<file path="config.mk">
export PLATFORM = sky130hd
export DESIGN_NAME = fifo_wr_stream_if
export DESIGN_NICKNAME = d
export VERILOG_FILES = /design/src/rtl/fifo_pkg.sv /design/src/rtl/fifo_skid_buf.sv /design/src/rtl/fifo_wr_stream_if.sv
export SDC_FILE = /design/constraint.sdc
export NUM_CORES = 1
export LEC_CHECK = 0
export CAP_MARGIN = 30
export CELL_PAD_IN_SITES_DETAIL_PLACEMENT = 1
export CELL_PAD_IN_SITES_GLOBAL_PLACEMENT = 1
export CORE_UTILIZATION = 35
export CTS_CLUSTER_DIAMETER = 40
export DETAILED_ROUTE_END_ITERATION = 8
export PLACE_DENSITY = 0.7
export SYNTH_ARGS = -nofsm -noshare
export SYNTH_HDL_FRONTEND = slang
export SYNTH_HIERARCHICAL = 1
export SYNTH_SLANG_ARGS = --single-unit
export TNS_END_PERCENT = 5
</file>
<file path="constraint.sdc">
create_clock -name W_CLK -period 1.8 [get_ports W_CLK]
set_input_delay 0.45 -clock W_CLK [delete_from_list [all_inputs] [get_ports W_CLK]]
set_output_delay 0.45 -clock W_CLK [all_outputs]
set_load 0.005 [all_outputs]
</file>
<file path="src/rtl/fifo_pkg.sv">
// Shared async-FIFO definitions: pointer geometry helpers and Gray/binary conversion
// used by the write front end and the pointer blocks.
package fifo_pkg;

   localparam int ADDR_WIDTH_DEFAULT = 3;
   localparam int PTR_WIDTH_MAX      = 16;
   localparam int SKID_DEPTH         = 2;

   typedef logic [PTR_WIDTH_MAX-1:0] ptr_t;

   function automatic int depth_of(input int addr_width);
      return 1 << addr_width;
   endfunction

   function automatic int ptr_width_of(input int addr_width);
      return addr_width + 1;
   endfunction

   // Prefix XOR from the MSB down; zero-extended inputs convert correctly.
   function automatic ptr_t gray2bin(input ptr_t gray);
      ptr_t bin;
      bin = gray;
      for (int s = 1; s < PTR_WIDTH_MAX; s = s * 2) begin
         bin = bin ^ (bin >> s);
      end
      return bin;
   endfunction

   function automatic ptr_t bin2gray(input ptr_t bin);
      return bin ^ (bin >> 1);
   endfunction

endpackage

</file>
<file path="src/rtl/fifo_skid_buf.sv">
// Two-entry valid/ready skid buffer; the output side pops whenever it holds data
// and the downstream is not stalled, independent of the incoming valid.
module fifo_skid_buf
   import fifo_pkg::*;
#(
   parameter int DATA_WIDTH = 8
) (
   input  logic                  W_CLK,
   input  logic                  W_RST,
   input  logic [DATA_WIDTH-1:0] in_data,
   input  logic                  in_valid,
   output logic                  in_ready,
   input  logic                  stall,
   output logic                  out_valid,
   output logic [DATA_WIDTH-1:0] out_data
);

   logic [DATA_WIDTH-1:0] entry [SKID_DEPTH];
   logic                  head;
   logic                  tail;
   logic [1:0]            count;
   logic [1:0]            count_next;
   logic                  accept;
   logic                  pop;

   assign accept    = in_valid & in_ready;
   assign pop       = (count != 2'd0) & ~stall;
   assign out_valid = pop;
   assign out_data  = entry[head];

   always_comb begin
      count_next = count;
      case ({accept, pop})
         2'b10:   count_next = count + 2'd1;
         2'b01:   count_next = count - 2'd1;
         default: count_next = count;
      endcase
   end

   // Ready is registered from the next occupancy so it never depends on in_valid.
   always_ff @(posedge W_CLK or negedge W_RST) begin
      if (!W_RST) begin
         entry[0] <= '0;
         entry[1] <= '0;
         head     <= 1'b0;
         tail     <= 1'b0;
         count    <= 2'd0;
         in_ready <= 1'b0;
      end else begin
         if (accept) begin
            entry[tail] <= in_data;
            tail        <= ~tail;
         end
         if (pop) begin
            head <= ~head;
         end
         count    <= count_next;
         in_ready <= (count_next < 2'd2);
      end
   end

endmodule

</file>
<file path="src/rtl/fifo_wr_stream_if.sv">
// Write-side stream front end of the async FIFO: skid-buffered push path plus
// write-domain fill level, almost-full flag and push counter.
module fifo_wr_stream_if
   import fifo_pkg::*;
#(
   parameter int DATA_WIDTH = 8,
   parameter int ADDR_WIDTH = ADDR_WIDTH_DEFAULT,
   parameter int AF_THRESH  = 6
) (
   input  logic                  W_CLK,
   input  logic                  W_RST,
   input  logic [DATA_WIDTH-1:0] s_data,
   input  logic                  s_valid,
   output logic                  s_ready,
   input  logic                  w_full,
   input  logic [ADDR_WIDTH:0]   w_ptr,
   input  logic [ADDR_WIDTH:0]   wq2_rptr,
   output logic                  w_inc,
   output logic [DATA_WIDTH-1:0] w_wdata,
   output logic [ADDR_WIDTH:0]   w_level,
   output logic                  w_almost_full,
   output logic [15:0]           w_push_cnt
);

   localparam int                   PTR_WIDTH = ptr_width_of(ADDR_WIDTH);
   localparam logic [PTR_WIDTH-1:0] AF_LEVEL  = PTR_WIDTH'(AF_THRESH);

   logic [PTR_WIDTH-1:0] wbin;
   logic [PTR_WIDTH-1:0] rbin;
   logic [PTR_WIDTH-1:0] level_c;

   fifo_skid_buf #(
      .DATA_WIDTH(DATA_WIDTH)
   ) skid (
      .W_CLK    (W_CLK),
      .W_RST    (W_RST),
      .in_data  (s_data),
      .in_valid (s_valid),
      .in_ready (s_ready),
      .stall    (w_full),
      .out_valid(w_inc),
      .out_data (w_wdata)
   );

   // Modular subtraction keeps the level right across pointer wrap; the stale
   // read pointer can only make it over-report.
   assign wbin    = PTR_WIDTH'(gray2bin(ptr_t'(w_ptr)));
   assign rbin    = PTR_WIDTH'(gray2bin(ptr_t'(wq2_rptr)));
   assign level_c = wbin - rbin;

   always_ff @(posedge W_CLK or negedge W_RST) begin
      if (!W_RST) begin
         w_level       <= '0;
         w_almost_full <= 1'b0;
         w_push_cnt    <= 16'd0;
      end else begin
         w_level       <= level_c;
         w_almost_full <= (level_c >= AF_LEVEL);
         if (w_inc) begin
            w_push_cnt <= w_push_cnt + 16'd1;
         end
      end
   end

endmodule
</file>
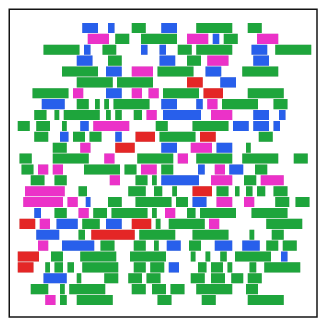
**Above:** cell sizes after repair.
Scale: 4 px per µm.
legend:
  green:
    size: drive 1 or less
    cells: 136
  blue:
    size: drive 2
    cells: 45
  red:
    size: drive 6 and up
    cells: 11
  magenta:
    size: drive 3 to 4
    cells: 34

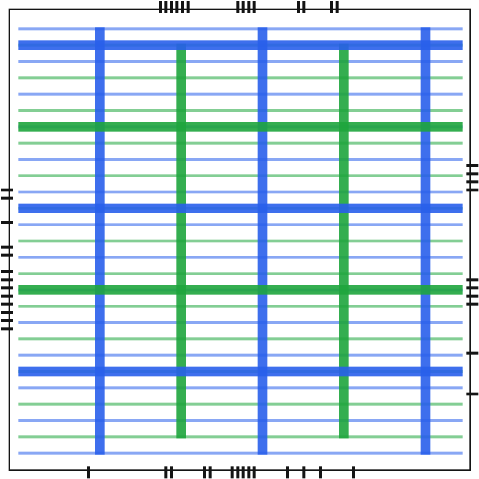
**Above:** floorplan with the power grid.
Scale: 6 px per µm. Pins as bars on the die edge.
legend:
  blue:
    net: VSS
  green:
    net: VDD
met1 rails: 27
met4 straps: 5
VDD IR max: 0.533 mV
die height: 76.6 µm
die width: 76.6 µm
Core Area: 5240 µm²

==> results.yml <==
# yosys + openroad results
placement:
  dp_hpwl_um: 3510
layout:
  antennaDiodeCount: 0
  nFillCells: 556
  final_util_pct: 54.6
synth:
  netlist_instances: 148
  ys.flops: 42
clock_network:
  cts_hold_repair.buffers: 0
  htree_levels: 2
  clock_path_buffers: 2
sta:
  skew_ps: 12.1
  tns_ps: -28.4
  setup_slack_ps: -28.4
  setup_viol: 1
critical_path:
  setup.worst_path.end_class: "register"
status:
  status: "complete, but fails checks"
  violations: "setup timing"
run:
  max_cap_violations: 0
  warning_count: 29
routing:
  wl_per_cell_um: 15.5
  drt_pass1_iterations: 4
global_routing:
  first_global_vias: 1592
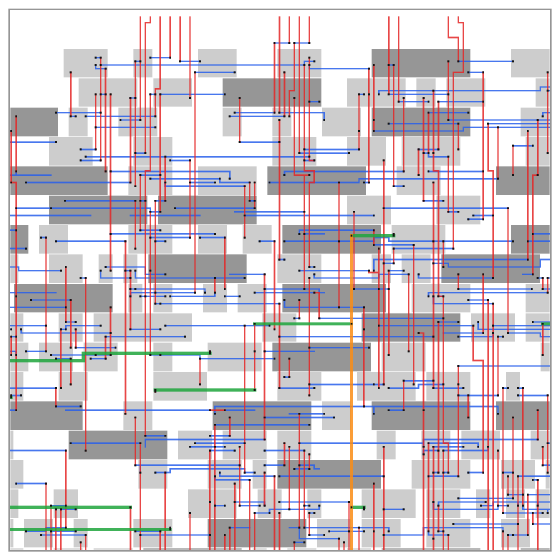
**Above:** close-up of the layout.
Window x 13 to 63, y 27 to 77 µm. Cells in gray, sequential cells in the stronger gray; small squares are vias.
legend:
  green:
    layer: met3
  blue:
    layer: met1
  orange:
    layer: met4
  red:
    layer: met2
netlist names of flops here include: `skid/entry` (13), `w_push_cnt` (4)
most frequent: dfrtp_1 (20), mux2_2 (16), buf_4 (12)
cells with their middle in the window: 114
sequential cells in the window: 22

final timing paths:
path | startpoint | endpoint | slack [ps] | cells after the start
min in group W_CLK | w_push_cnt[15] | w_push_cnt[15] | 470 | 1
worst max register to register | skid/count[0] | register | 100 | 9
worst min register to register | w_push_cnt[15] | w_push_cnt[15] | 470 | 1
worst max-delay path | wq2_rptr[2] | w_almost_full | -30 | 10
max in group asynchronous | W_RST | skid/head | 1110 | 2
worst min-delay path | W_RST | w_push_cnt[0] | 110 | 1
cell usage in the layout (no fill, tap or decap), types with 7 or more instances in the layout:
cell,count
buf_4,20
clkbuf_2,7
clkdlybuf4s50_1,34
dfrtp_1,40
mux2_2,17
mux2_4,8
nand2_1,11
xnor2_1,13
xor2_1,10
state kept, by name, indices dropped and copies added, names as in the netlist, named ones only:
signal / cells
w_level: 4
skid/count: 1
w_almost_full: 1
skid/tail: 1
skid/head: 1
skid/entry: 16
skid/in_ready: 1
w_push_cnt: 16
cell type report:
class                   count  area, µm²  share of cell area, %
clock buffers               5       68.8                   2.40
clock inverters             3       40.0                   1.40
inverters                   4       15.0                  0.525
multi-input cells         100        970                   33.9
flip-flops and latches     42       1050                   36.8
well taps                  70       87.6                   3.06
repair buffers             72        627                   21.9
critical path: stages:
cell and delay [ps]:
buf_8 100, xnor2_4 190, xor2_2 190, xnor2_1 160, ha_2 220, inv_2 40, fa_2 370, xor2_2 160
nand2_1 70, o21ai_1 50
per-stage QoR:
stage	setup slack, ps	instance area [µm²]
4_1_cts	-111	2810
5_1_grt	-77.7	2860
3_3_place_gp	-700	2680
6_report	-28.4	2860
2_1_floorplan	-152	2000
3_5_place_dp	-810	2680
metal layers:
layer  part of all wire, %  vias to the layer above  track usage, %
met5                     0                        -               0
met4                   1.6                        0            6.35
met3                   4.2                        6            4.67
met2                    53                       31            31.5
met1                    41                      685            18.9
li1                      -                      648               -
logic make-up (layout without fill, tap and decap cells):
family	after synthesis	in the layout	share of synthesized area (%)
flops	42	42	54.0
simple gates	38	38	10.8
xor+xnor	28	28	12.6
mux	25	25	16.0
fa+ha+maj	6	6	4.24
buf+inv	6	84	1.61
compound gates	3	3	0.771
timing repair:
item	4_1_cts	5_1_grt
setup buffers	5	2
pin swaps	9	10
endpoints found under the setup margin	14	21
gates resized	34	32
report_power, final:
part           switching (mW)  internal (mW)  leakage (nW)
sequential              0.273           1.31         0.510
clock                   0.330          0.409        0.0579
combinational           0.637           1.10         0.730
Power and IR drop assume default switching activity.
